logic_types.png
The bar under the picture is 20 um long.
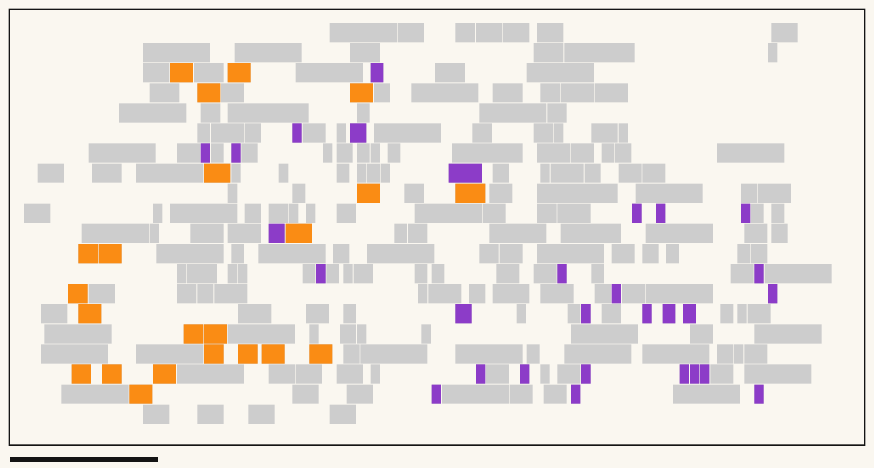
clk_routes.png
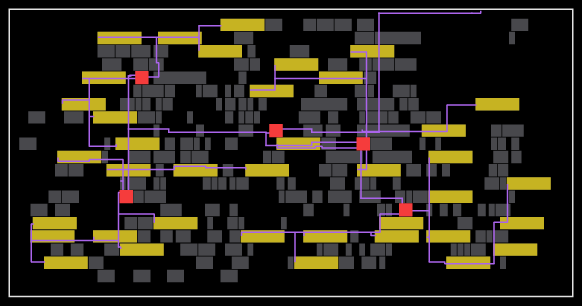
cell_density.png
The die is cut into 12 by 6 equal tiles; dark blue is low, red is high, 0 to 100% covered.
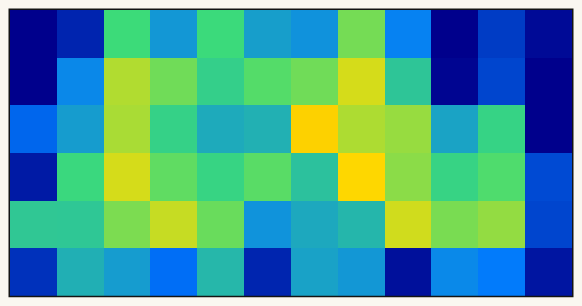
$ cat src/rtl/uart_tx.sv
// uart_tx: UART transmitter with runtime frame format and baud selection.
//
// Parameters:
//   ClkFreqHz   system clock frequency in Hz; bit-period divisors derive from it
//
// Ports:
//   clk_i       system clock, rising edge
//   rst_ni      asynchronous active-low reset
//   cfg_i       frame config {data_bits-5 [4:3], stop_bits-1 [2:1], parity_en [0]}
//   baud_sel_i  00=9600, 01=19200, 10=115200, 11=256000
//   data_i      byte to send, LSB first; bits above the data width are ignored
//   valid_i     data_i/cfg_i/baud_sel_i valid; accepted when ready_o is high
//   ready_o     transmitter idle and able to accept a byte
//   tx_o        serial line, idle high
//   busy_o      frame in progress
//   done_o      one-cycle pulse in the last cycle of the final stop bit
//
// Build option:
//   FPGA_UART_TX_PARITY_EN  when defined, cfg_i[0] enables an even parity bit.
//                           When undefined, cfg_i[0] is ignored and no parity
//                           state or logic is built.

module uart_tx #(
  parameter int unsigned ClkFreqHz = 100000000
) (
  input  logic       clk_i,
  input  logic       rst_ni,
  input  logic [4:0] cfg_i,
  input  logic [1:0] baud_sel_i,
  input  logic [7:0] data_i,
  input  logic       valid_i,
  output logic       ready_o,
  output logic       tx_o,
  output logic       busy_o,
  output logic       done_o
);

  // Rounded divisors: (f + baud/2) / baud.
  localparam int unsigned Div0 = (ClkFreqHz + 4800) / 9600;
  localparam int unsigned Div1 = (ClkFreqHz + 9600) / 19200;
  localparam int unsigned Div2 = (ClkFreqHz + 57600) / 115200;
  localparam int unsigned Div3 = (ClkFreqHz + 128000) / 256000;

  if (Div0 > 65535 || Div1 > 65535 || Div2 > 65535 || Div3 > 65535 ||
      Div0 < 2 || Div1 < 2 || Div2 < 2 || Div3 < 2) begin : gen_bad_div
    $error("uart_tx: baud divisor does not fit the 16-bit bit-period counter");
  end

`ifdef FPGA_UART_TX_PARITY_EN
  typedef enum logic [2:0] {StIdle, StStart, StData, StParity, StStop} state_e;
`else
  typedef enum logic [2:0] {StIdle, StStart, StData, StStop} state_e;
`endif

  state_e      state_q, state_d;
  logic [15:0] cnt_q, cnt_d;
  logic [2:0]  bit_q, bit_d;
  logic [1:0]  stop_q, stop_d;
  logic [7:0]  shift_q, shift_d;
  logic [1:0]  nbits_q, nbits_d;
  logic [1:0]  nstop_q, nstop_d;
  logic [1:0]  baud_q, baud_d;
  logic        init_q;

`ifdef FPGA_UART_TX_PARITY_EN
  logic        par_en_q, par_en_d;
  logic        par_q, par_d;
  logic [7:0]  data_mask;
`else
  logic        unused_cfg;
  assign unused_cfg = cfg_i[0];
`endif

  logic [15:0] div;
  logic        bit_end;
  logic [1:0]  stop_last;
  logic        last_stop;
  logic        last_data;
  logic        accept;

  always_comb begin
    unique case (baud_q)
      2'b00:   div = 16'(Div0);
      2'b01:   div = 16'(Div1);
      2'b10:   div = 16'(Div2);
      default: div = 16'(Div3);
    endcase
  end

  assign bit_end   = (cnt_q == div - 16'd1);
  // Stop code 3 is treated as 3 stop bits, same as code 2.
  assign stop_last = (nstop_q == 2'd3) ? 2'd2 : nstop_q;
  assign last_stop = (stop_q == stop_last);
  assign last_data = (bit_q == ({1'b0, nbits_q} + 3'd4));

  // init_q holds ready_o low until the first edge after reset release.
  assign ready_o = init_q && (state_q == StIdle);
  assign busy_o  = (state_q != StIdle);
  assign accept  = valid_i && ready_o;

  always_comb begin
    state_d = state_q;
    cnt_d   = cnt_q;
    bit_d   = bit_q;
    stop_d  = stop_q;
    shift_d = shift_q;
    nbits_d = nbits_q;
    nstop_d = nstop_q;
    baud_d  = baud_q;
    done_o  = 1'b0;
`ifdef FPGA_UART_TX_PARITY_EN
    par_en_d  = par_en_q;
    par_d     = par_q;
    // Keep only the configured data bits so parity ignores the unsent ones.
    data_mask = 8'hFF >> (2'd3 - cfg_i[4:3]);
`endif

    if (state_q != StIdle) begin
      cnt_d = bit_end ? 16'd0 : cnt_q + 16'd1;
    end

    case (state_q)
      StIdle: begin
        if (accept) begin
          state_d = StStart;
          cnt_d   = 16'd0;
          shift_d = data_i;
          nbits_d = cfg_i[4:3];
          nstop_d = cfg_i[2:1];
          baud_d  = baud_sel_i;
`ifdef FPGA_UART_TX_PARITY_EN
          par_en_d = cfg_i[0];
          par_d    = ^(data_i & data_mask);
`endif
        end
      end
      StStart: begin
        if (bit_end) begin
          state_d = StData;
          bit_d   = 3'd0;
        end
      end
      StData: begin
        if (bit_end) begin
          shift_d = {1'b0, shift_q[7:1]};
          if (last_data) begin
            stop_d = 2'd0;
`ifdef FPGA_UART_TX_PARITY_EN
            state_d = par_en_q ? StParity : StStop;
`else
            state_d = StStop;
`endif
          end else begin
            bit_d = bit_q + 3'd1;
          end
        end
      end
`ifdef FPGA_UART_TX_PARITY_EN
      StParity: begin
        if (bit_end) begin
          state_d = StStop;
          stop_d  = 2'd0;
        end
      end
`endif
      StStop: begin
        if (bit_end) begin
          if (last_stop) begin
            state_d = StIdle;
            done_o  = 1'b1;
          end else begin
            stop_d = stop_q + 2'd1;
          end
        end
      end
      default: state_d = StIdle;
    endcase
  end

  always_comb begin
    tx_o = 1'b1;
    case (state_q)
      StStart:  tx_o = 1'b0;
      StData:   tx_o = shift_q[0];
`ifdef FPGA_UART_TX_PARITY_EN
      StParity: tx_o = par_q;
`endif
      default:  tx_o = 1'b1;
    endcase
  end

  always_ff @(posedge clk_i or negedge rst_ni) begin
    if (!rst_ni) begin
      state_q <= StIdle;
      cnt_q   <= 16'd0;
      bit_q   <= 3'd0;
      stop_q  <= 2'd0;
      shift_q <= 8'd0;
      nbits_q <= 2'd0;
      nstop_q <= 2'd0;
      baud_q  <= 2'd0;
      init_q  <= 1'b0;
`ifdef FPGA_UART_TX_PARITY_EN
      par_en_q <= 1'b0;
      par_q    <= 1'b0;
`endif
    end else begin
      state_q <= state_d;
      cnt_q   <= cnt_d;
      bit_q   <= bit_d;
      stop_q  <= stop_d;
      shift_q <= shift_d;
      nbits_q <= nbits_d;
      nstop_q <= nstop_d;
      baud_q  <= baud_d;
      init_q  <= 1'b1;
`ifdef FPGA_UART_TX_PARITY_EN
      par_en_q <= par_en_d;
      par_q    <= par_d;
`endif
    end
  end

endmodule
$ cat config.mk
export PLATFORM = sky130hd
export DESIGN_NAME = uart_tx
export DESIGN_NICKNAME = d
export VERILOG_FILES = /design/src/rtl/uart_tx.sv
export SDC_FILE = /design/constraint.sdc
export NUM_CORES = 1
export LEC_CHECK = 0
export ABC_CLOCK_PERIOD_IN_PS = 3220
export CORE_ASPECT_RATIO = 0.5
export CORE_UTILIZATION = 35
export CTS_BUF_LIST = sky130_fd_sc_hd__clkbuf_4
export CTS_CLUSTER_SIZE = 8
export DETAILED_ROUTE_END_ITERATION = 16
export HOLD_SLACK_MARGIN = 0.05
export PLACE_DENSITY = 0.52
export RECOVER_POWER = 50
export SYNTH_ARGS = -nofsm -noshare
export SYNTH_HDL_FRONTEND = slang
export SYNTH_SLANG_ARGS = --single-unit
$ cat constraint.sdc
create_clock -name clk_i -period 3.22 [get_ports clk_i]
set_clock_uncertainty 0.15 [all_clocks]
set_input_delay 0.322 -clock clk_i [delete_from_list [all_inputs] [get_ports clk_i]]
set_output_delay 0.322 -clock clk_i [all_outputs]
set_load 0.03 [all_outputs]
==> results_slide.txt <==
Flow Results at a Glance

Synth
  • Synth Seq Share: 0.421
  • XORs/XNORs by Area: 0.0836
  • AO/OA Area Share: 0.176
  • Synth unique cells: approximately 48
  • Dominant register cell: dfrtp_1
  • Mux area share: 0.0399
  • Synth Instances: about 220

Drt
  • Vias per inst: approximately 5.0
  • # DRC: 0

Floorplan
  • Die ar.: 0.00680 mm^2
  • Core area: 0.00616 mm^2
  • Fp util: 0.367
  • Rows: 20

Worst hold path
  • Worst min-delay path class: flop to flop

Critical path
  • Crit path capture type: primary output
  • Delay-heaviest family, CP: simple AND/OR/NAND/NOR gates
  • CP bufs+invs: 2
  • Crit path depth: 7
  • Worst EP required: 2750 ps
  • WP data arrival: 2560 ps
  • R2R Path Start: baud_q[1]$_DFFE_PN0P_
  • Capturing point of the worst reg2reg path: shift_q[2]$_DFFE_PN0P_

CTS
  • Reg clk slew, reported paths: 120 ps
  • CTS Buf Count: 5
  • Post-CTS Setup Inserts: 0

Timing
  • Fmax: ~0.33 GHz
  • Final setup fails: 0
  • Slew Viols, Final: 39
  • Fin Setup TNS: 0 ps

Flow run
  • Max-Cap Viols: 1

Cells and area
  • FF/Latch Area: approximately 950 um^2
  • # diodes: 0

Global routing
  • First-pass GRT wire length: about 8.2 mm
  • Grt ovf: 0

Status
  • Failing checks: max-capacitance violations, max-slew violations
  • Status: finished with violations

Placement
  • Gpl congestion: around 0.78
Notes on logic_types.png above:
- nor cells: purple (cells 29)
- non-inverting ao/oa cells: orange (cells 22)
final std cells w/o fill: 336
highest-count logic cell in the final layout: dfrtp_1
Comb/total area: 0.466

Notes on clk_routes.png above:
- flip-flops: yellow (count 38)
- clock drivers: red (count 5)
- clock wires: purple (length 571 um)
- flops lie: spread over the die
- routed clock nets: 6
Clock power frac: 0.446
Late-Pin Clk Latency: 360 ps
Clock group: 0.409 mW

Notes on cell_density.png above:
- nearly empty tiles: 8.3%
- mean over tiles: 38%
- emptiest ninth of the die: top right
- tiles over 75% full: 2.8%
- densest ninth of the die: middle

[report_power, final]
part	total (mW)	switching [mW]	internal, mW
logic	0.0292	0.0124	0.0169
registers	0.478	0.000472	0.478
clock network	0.409	0.170	0.239
[area by class of cell]
| type | count | share of cell area |
|---|---|---|
| sequential | 38 | 0.356 |
| clock buffer | 5 | 0.0140 |
| inverter | 7 | 0.00983 |
| timing repair buffer | 26 | 0.0894 |
| clock inverter | 3 | 0.0239 |
| tap | 88 | 0.0412 |
| multi-input combinational | 169 | 0.466 |
[layout by cell type (no fill, tap or decap), types with 2 or more instances in the layout]
cell type / n
a21oi_1: 5
a22o_1: 4
a41o_1: 2
and3_1: 3
buf_4: 6
bufinv_16: 2
clkbuf_4: 5
clkdlybuf4s50_1: 18
dfrtp_1: 38
ha_1: 12
inv_1: 7
mux2_2: 8
nand2_1: 19
nand3_1: 9
nand4_1: 6
nor2_1: 22
nor2b_1: 2
nor3_1: 3
o21a_1: 7
o21ai_0: 10
o22a_1: 7
or2_2: 2
or3_1: 4
xnor2_1: 10
xor2_1: 9
[worst max path at each step]
| stage | from | to | slack [ps] |
|---|---|---|---|
| 2_1_floorplan | baud_q[0]$_DFFE_PN0P_ | done_o | 80 |
| 3_3_place_gp | baud_q[1]$_DFFE_PN0P_ | shift_q[5]$_DFFE_PN0P_ | 350 |
| 3_5_place_dp | baud_q[1]$_DFFE_PN0P_ | shift_q[2]$_DFFE_PN0P_ | 310 |
| 4_1_cts | baud_q[1]$_DFFE_PN0P_ | done_o | 50 |
| 5_1_grt | baud_q[1]$_DFFE_PN0P_ | done_o | 20 |
| 6_report | baud_q[1]$_DFFE_PN0P_ | done_o | 190 |
[cells in the mapped netlist (all sizes together), types with 5 or more instances]
cell	n	area, um^2
dfrtp	38	951
nor2	22	82.6
nand2	20	77.6
ha	12	150
o21ai	10	50.1
xnor2	10	87.6
nand3	9	45.0
xor2	9	78.8
mux2	8	90.1
inv	7	26.3
o21a	7	52.6
o22a	7	61.3
nand4	6	37.5
a21oi	5	25.0
[metal layers]
| metal | share of wire | vias up | global-route usage |
|---|---|---|---|
| met4 | 0.013 | 0 | 0.0495 |
| met2 | 0.44 | 17 | 0.247 |
| met1 | 0.51 | 825 | 0.215 |
| met5 | 0 | - | 0 |
| met3 | 0.029 | 7 | 0.0463 |
| li1 | - | 843 | - |
[cell families after synthesis]
| logic type | count (synthesis) |
|---|---|
| multiplexers | 8 |
| AND/OR/NAND/NOR | 81 |
| AND-OR/OR-AND | 47 |
| XOR/XNOR | 20 |
| buffers and inverters | 14 |
| adder cells (fa/ha/maj) | 12 |
| flip-flops | 38 |
| other | 1 |
[state kept, by name (all words and copies together), names as in the netlist]
name,flops
cnt_q,16
shift_q,8
bit_q,3
baud_q,2
nbits_q,2
nstop_q,2
state_q,2
stop_q,2
init_q,1
[worst register-to-register path: cells and delay by family (launching register included)]
kind | cells | cell delay (ps)
AND/OR/NAND/NOR | 2 | 1080
AND-OR/OR-AND | 4 | 740
flip-flops | 1 | 410
adder cells (fa/ha/maj) | 1 | 290
buffers and inverters | 1 | 100
No activity file was given, so power comes from the tool's default toggle rates.
